## src/rtl/mem_port_arbiter.sv

```systemverilog
// mem_port_arbiter: shares one memory port between instruction fetch and the
// load/store data bus. One transfer at a time, registered command, one-cycle
// acks with registered read data, timeout abort with bus_err.
module mem_port_arbiter #(
  parameter int ADDR_W  = 32,
  parameter int DATA_W  = 32,
  parameter int TIMEOUT = 15
) (
  input  logic                clk,
  input  logic                rst,
  // fetch port
  input  logic                i_req,
  input  logic [ADDR_W-1:0]   i_addr,
  output logic [DATA_W-1:0]   i_rdata,
  output logic                i_ack,
  // data port
  input  logic                d_re,
  input  logic                d_we,
  input  logic [ADDR_W-1:0]   d_addr,
  input  logic [DATA_W-1:0]   d_wdata,
  input  logic [DATA_W/8-1:0] d_be,
  output logic [DATA_W-1:0]   d_rdata,
  output logic                d_ack,
  output logic                bus_err,
  // memory side
  output logic [ADDR_W-1:0]   mem_addr,
  output logic [DATA_W-1:0]   mem_wdata,
  output logic [DATA_W/8-1:0] mem_be,
  output logic                mem_re,
  output logic                mem_we,
  input  logic [DATA_W-1:0]   mem_rdata,
  input  logic                mem_ready,
  // core control
  output logic                stall
);

  localparam int BE_W  = DATA_W / 8;
  localparam int CNT_W = $clog2(TIMEOUT + 1);

  typedef enum logic [1:0] {
    ST_IDLE   = 2'd0,
    ST_XFER_I = 2'd1,
    ST_XFER_D = 2'd2
  } state_t;

  state_t              state_q, state_d;
  logic [CNT_W-1:0]    cnt_q, cnt_d;
  logic                last_d_q, last_d_d;   // 1: data was served last
  logic [ADDR_W-1:0]   mem_addr_q, mem_addr_d;
  logic [DATA_W-1:0]   mem_wdata_q, mem_wdata_d;
  logic [BE_W-1:0]     mem_be_q, mem_be_d;
  logic                mem_re_q, mem_re_d;
  logic                mem_we_q, mem_we_d;
  logic [DATA_W-1:0]   i_rdata_q, i_rdata_d;
  logic [DATA_W-1:0]   d_rdata_q, d_rdata_d;
  logic                i_ack_q, i_ack_d;
  logic                d_ack_q, d_ack_d;
  logic                bus_err_q, bus_err_d;

  logic                i_elig;
  logic                d_elig;
  logic                grant_d;
  logic                done;
  logic                timed_out;

  // A port whose ack is high this cycle is not eligible, so a requester that
  // drops its level request after the ack is never served a second time.
  assign i_elig  = i_req & ~i_ack_q;
  assign d_elig  = (d_re | d_we) & ~d_ack_q;
  // Data wins when alone, or on a tie when fetch was served last.
  assign grant_d = d_elig & (~i_elig | ~last_d_q);

  // Next-state, command latch, completion and timeout handling.
  always_comb begin
    state_d     = state_q;
    cnt_d       = cnt_q;
    last_d_d    = last_d_q;
    mem_addr_d  = mem_addr_q;
    mem_wdata_d = mem_wdata_q;
    mem_be_d    = mem_be_q;
    mem_re_d    = mem_re_q;
    mem_we_d    = mem_we_q;
    i_rdata_d   = i_rdata_q;
    d_rdata_d   = d_rdata_q;
    i_ack_d     = 1'b0;
    d_ack_d     = 1'b0;
    bus_err_d   = 1'b0;
    done        = 1'b0;
    timed_out   = 1'b0;

    case (state_q)
      ST_IDLE: begin
        mem_re_d = 1'b0;
        mem_we_d = 1'b0;
        if (grant_d) begin
          state_d     = ST_XFER_D;
          last_d_d    = 1'b1;
          cnt_d       = '0;
          mem_addr_d  = d_addr;
          mem_wdata_d = d_wdata;
          mem_be_d    = d_be;
          // Both strobes high is illegal; it is resolved as a write.
          mem_we_d    = d_we;
          mem_re_d    = ~d_we;
        end else if (i_elig) begin
          state_d     = ST_XFER_I;
          last_d_d    = 1'b0;
          cnt_d       = '0;
          mem_addr_d  = i_addr;
          mem_wdata_d = '0;
          mem_be_d    = {BE_W{1'b1}};
          mem_re_d    = 1'b1;
          mem_we_d    = 1'b0;
        end
      end

      ST_XFER_I, ST_XFER_D: begin
        if (mem_ready) begin
          done = 1'b1;
          if (state_q == ST_XFER_I) begin
            i_rdata_d = mem_rdata;
          end else if (mem_re_q) begin
            d_rdata_d = mem_rdata;
          end
        end else if (cnt_q == CNT_W'(TIMEOUT)) begin
          done      = 1'b1;
          timed_out = 1'b1;
        end else begin
          cnt_d = cnt_q + CNT_W'(1);
        end

        if (done) begin
          state_d   = ST_IDLE;
          mem_re_d  = 1'b0;
          mem_we_d  = 1'b0;
          bus_err_d = timed_out;
          if (state_q == ST_XFER_I) begin
            i_ack_d = 1'b1;
          end else begin
            d_ack_d = 1'b1;
          end
        end
      end

      default: begin
        state_d  = ST_IDLE;
        mem_re_d = 1'b0;
        mem_we_d = 1'b0;
      end
    endcase
  end

  // State and output registers; reset abandons any transfer without an ack.
  always_ff @(posedge clk) begin
    if (!rst) begin
      state_q     <= ST_IDLE;
      cnt_q       <= '0;
      last_d_q    <= 1'b0;
      mem_addr_q  <= '0;
      mem_wdata_q <= '0;
      mem_be_q    <= '0;
      mem_re_q    <= 1'b0;
      mem_we_q    <= 1'b0;
      i_rdata_q   <= '0;
      d_rdata_q   <= '0;
      i_ack_q     <= 1'b0;
      d_ack_q     <= 1'b0;
      bus_err_q   <= 1'b0;
    end else begin
      state_q     <= state_d;
      cnt_q       <= cnt_d;
      last_d_q    <= last_d_d;
      mem_addr_q  <= mem_addr_d;
      mem_wdata_q <= mem_wdata_d;
      mem_be_q    <= mem_be_d;
      mem_re_q    <= mem_re_d;
      mem_we_q    <= mem_we_d;
      i_rdata_q   <= i_rdata_d;
      d_rdata_q   <= d_rdata_d;
      i_ack_q     <= i_ack_d;
      d_ack_q     <= d_ack_d;
      bus_err_q   <= bus_err_d;
    end
  end

  assign mem_addr  = mem_addr_q;
  assign mem_wdata = mem_wdata_q;
  assign mem_be    = mem_be_q;
  assign mem_re    = mem_re_q;
  assign mem_we    = mem_we_q;
  assign i_rdata   = i_rdata_q;
  assign d_rdata   = d_rdata_q;
  assign i_ack     = i_ack_q;
  assign d_ack     = d_ack_q;
  assign bus_err   = bus_err_q;

  // Freeze the core while a data request waits for grant or is in flight.
  assign stall = (d_re | d_we) & ~d_ack_q;

endmodule

```

## config.mk

```make
export PLATFORM = sky130hd
export DESIGN_NAME = mem_port_arbiter
export DESIGN_NICKNAME = d
export VERILOG_FILES = /design/src/rtl/mem_port_arbiter.sv
export SDC_FILE = /design/constraint.sdc
export NUM_CORES = 1
export LEC_CHECK = 0
export CORE_MARGIN = 4
export CORE_UTILIZATION = 40
export DETAILED_ROUTE_END_ITERATION = 8
export GPL_TIMING_DRIVEN = 0
export PLACE_DENSITY = 0.83
export SYNTH_ARGS = -nofsm -noshare
export SYNTH_HDL_FRONTEND = slang
export SYNTH_SLANG_ARGS = --single-unit
export TNS_END_PERCENT = 100
```

## constraint.sdc

```tcl
create_clock -name clk -period 2.1 [get_ports clk]
set_input_delay 0.42 -clock clk [delete_from_list [all_inputs] [get_ports clk]]
set_output_delay 0.42 -clock clk [all_outputs]
set_load 0.03 [all_outputs]
```

==> run notes, run 1 <==
fresh numbers from the pnr run: Crit path arrival time 1610 ps, P_sw 3710 uW, fmax 0.492 GHz, Pint 6520 uW, vias in the first global route 5,671, Comb area 2460 um2, Yosys top cell by area dfxtp_1, Die Y-Extent 126 um, worst-margin pin slew 568 ps, Vias 5,694, crit-path max cell delay 540 ps, Hold/Removal Path Class reg2reg, Detailed Place HPWL 13,700 um, dominant logic cell type in the layout clkdlybuf4s50_1, crit path capture stall, DRC 0, Routed wire per std cell 16.2 um, crit path DRT 1680 ps, max_slew headroom 62.0%, initial core utilization 40.6%, post-CTS setup buffer count 0, leakage power 0.00330 uW, Die W 126 um, maximum clock path buffer count 2, I/O pin count 276, ys flop type dfxtp_1, critical path, cell by cell clkdlybuf4s50_1, o21bai_4, inv_4, dlygate4sd2_1, drt pass-1 iters 5, # fillers 1,161, initial antenna violation count 0, GR Overflow Total 0, Top cells excl fill/tap clkdlybuf4s50_1, nand2_1, dfxtp_1, # Cells Yosys 646, critical-path maximum fanout 5, largest cells by area after synthesis dfxtp_1, nand2_1, a21oi_1, a21boi_0, a22oi_1, hold_sp d_rdata[14], total CTS buffers 17, minimum clock period 2030 ps, met2 global-route usage 38.7%, CTS clk-pin slew, worst paths 60 ps, Final Max Tran Viols 0, clock network fraction of total power 27.9%, Buf+Inv Stages, Crit Path 3, pwr dens 1120 nW/um2, fraction of registers with async set/reset 0%, Hold Crit Depth 2, status complete, no violations, met1 Usage GRT 26.1%, Final Hold Vio Count 0
run 1: per-stage QoR:
step                      cell area [um2]  total power [uW]  TNS, ps  hold WS (ps)
after floorplan                      5610              5780        0           436
after global placement               8590              7370    -2300           441
after detailed placement             8590              7410    -2910           445
after CTS                            9150             10300        0           453
after global routing                 9150             10800        0           475
final                                9150             10200        0           450
run 1: area by class of cell:
class	count	area share, %
flip-flops and latches	144	31.5
repair buffers	275	30.1
multi-input cells	447	26.9
clock buffers	21	5.14
plain buffers	51	2.72
well taps	180	2.46
clock inverters	10	0.944
inverters	4	0.191
run 1: sequential cells by signal (all words and copies together) (netlist names), 2 cells and up:
name       cells
mem_be         4
cnt_q          4
mem_wdata     32
d_rdata       32
i_rdata       32
state_q        2
mem_addr      32
### Power grid, run 1

The bar under the picture is 50 um long. Pins as bars on the die edge.
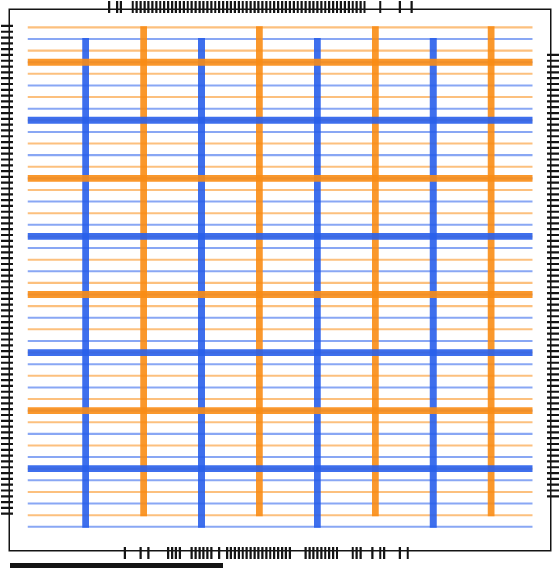
Key: orange = VDD; blue = VSS
8 straps on met5. The core has 43 rows. 276 signal pins sit on the boundary. 8 straps on met4. 44 met1 rails follow the rows.

### Cells coloured by class, run 1

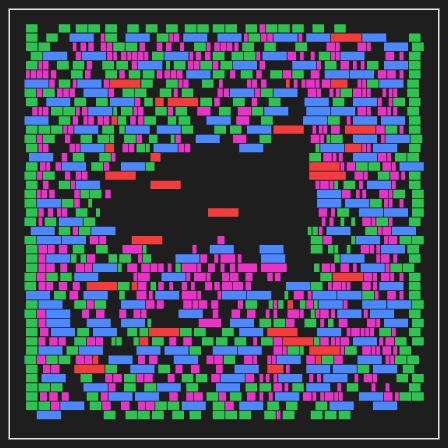
Key: green = other buffers and delay cells [cells 326, share of their area 34%]; red = clock drivers and dummy loads [cells 31, share of their area 6.2%]; blue = flip-flops [cells 144, share of their area 32%]; magenta = all other logic [cells 451, share of their area 28%]

### Clock network drawn from the DEF, run 1

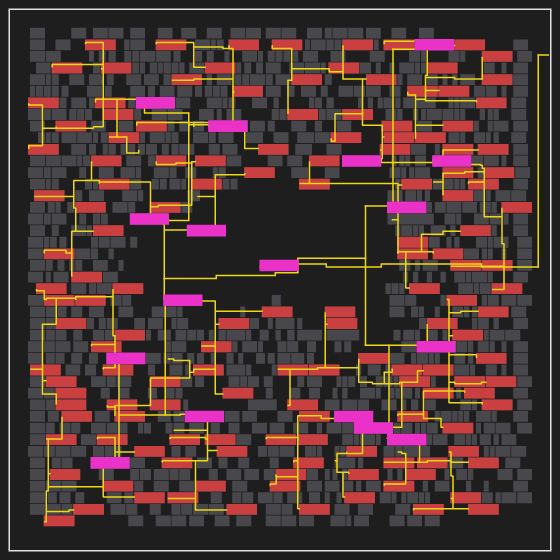
Key: red = flip-flops [count 144]; yellow = clock wires [length 1,820 um]; magenta = cells driving clock nets [count 17]
Position of the flops: all over the die. There are 18 routed clock nets.

--- run 2 (diff from run 1) ---
Settings changed: SKIP_LAST_GASP from default to 1.
### Power grid, run 2

The bar under the picture is 50 um long. Pins as bars on the die edge.
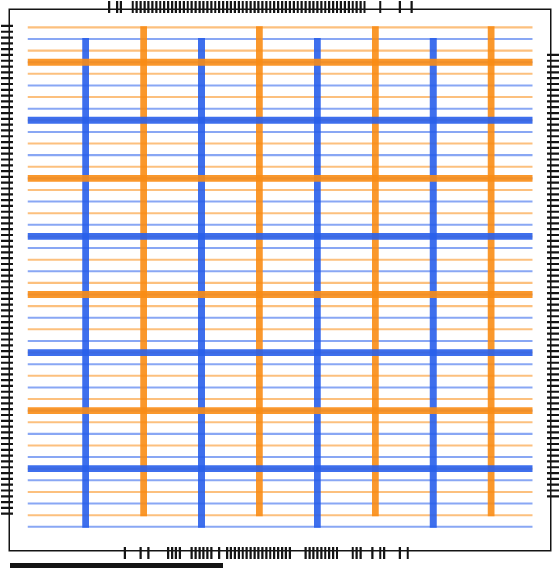
Die W: 126 um
Core Region: 13,800 um2
Max VDD drop: 0.564 mV
Die Y-Extent: 126 um

==> run notes, run 2 <==
fresh numbers from the pnr run: status complete, no violations, total CTS buffers 17 (unchanged), max_slew headroom 62.0% (unchanged), maximum clock path buffer count 2 (unchanged), Hold/Removal Path Class reg2reg, GR Overflow Total 0 (unchanged), fraction of registers with async set/reset 0% (unchanged), Yosys top cell by area dfxtp_1, critical path, cell by cell clkdlybuf4s50_1, o21bai_4, inv_4, dlygate4sd2_1, met1 Usage GRT 26.1% (unchanged), ys flop type dfxtp_1, Crit path arrival time 1610 ps (about the same), worst-margin pin slew 568 ps (unchanged), fmax 0.492 GHz (unchanged), Top cells excl fill/tap clkdlybuf4s50_1, nand2_1, dfxtp_1, Final Hold Vio Count 0 (unchanged), pwr dens 1120 nW/um2 (unchanged), # Cells Yosys 646 (unchanged), dominant logic cell type in the layout clkdlybuf4s50_1, initial core utilization 40.6% (unchanged), Final Max Tran Viols 0 (unchanged), drt pass-1 iters 5 (unchanged), Buf+Inv Stages, Crit Path 3 (unchanged), met2 global-route usage 38.7% (unchanged), Detailed Place HPWL 13,700 um (unchanged), I/O pin count 276 (unchanged)
[run 2: cell counts after synthesis]
No cell type changed its count.
[run 2: report_power, final]
group / internal [uW] / total, uW / switching [uW]
clock network: 1710 / 2850 / 1140
logic: 1610 / 3930 / 2320
registers: 3200 / 3440 / 239
total: 6520 / 10200 / 3710
[run 2: worst paths after layout]
path                     from          end  cells after the start
hold / removal    d_rdata[14]  d_rdata[14]                      2
hold reg to reg   d_rdata[14]  d_rdata[14]                      2
setup reg to reg   state_q[0]  d_rdata[24]                      7
setup / recovery         d_we        stall                      4
[run 2: cell type report]
cell class	count	area, um2
multi-input cells	447	2460
clock inverters	10	86.3
repair buffers	275	2750
inverters	4	17.5
well taps	180	225
plain buffers	51	249
flip-flops and latches	144	2880
fillers	1161	4680
clock buffers	21	470
Power is estimated from default activity; no workload was simulated.
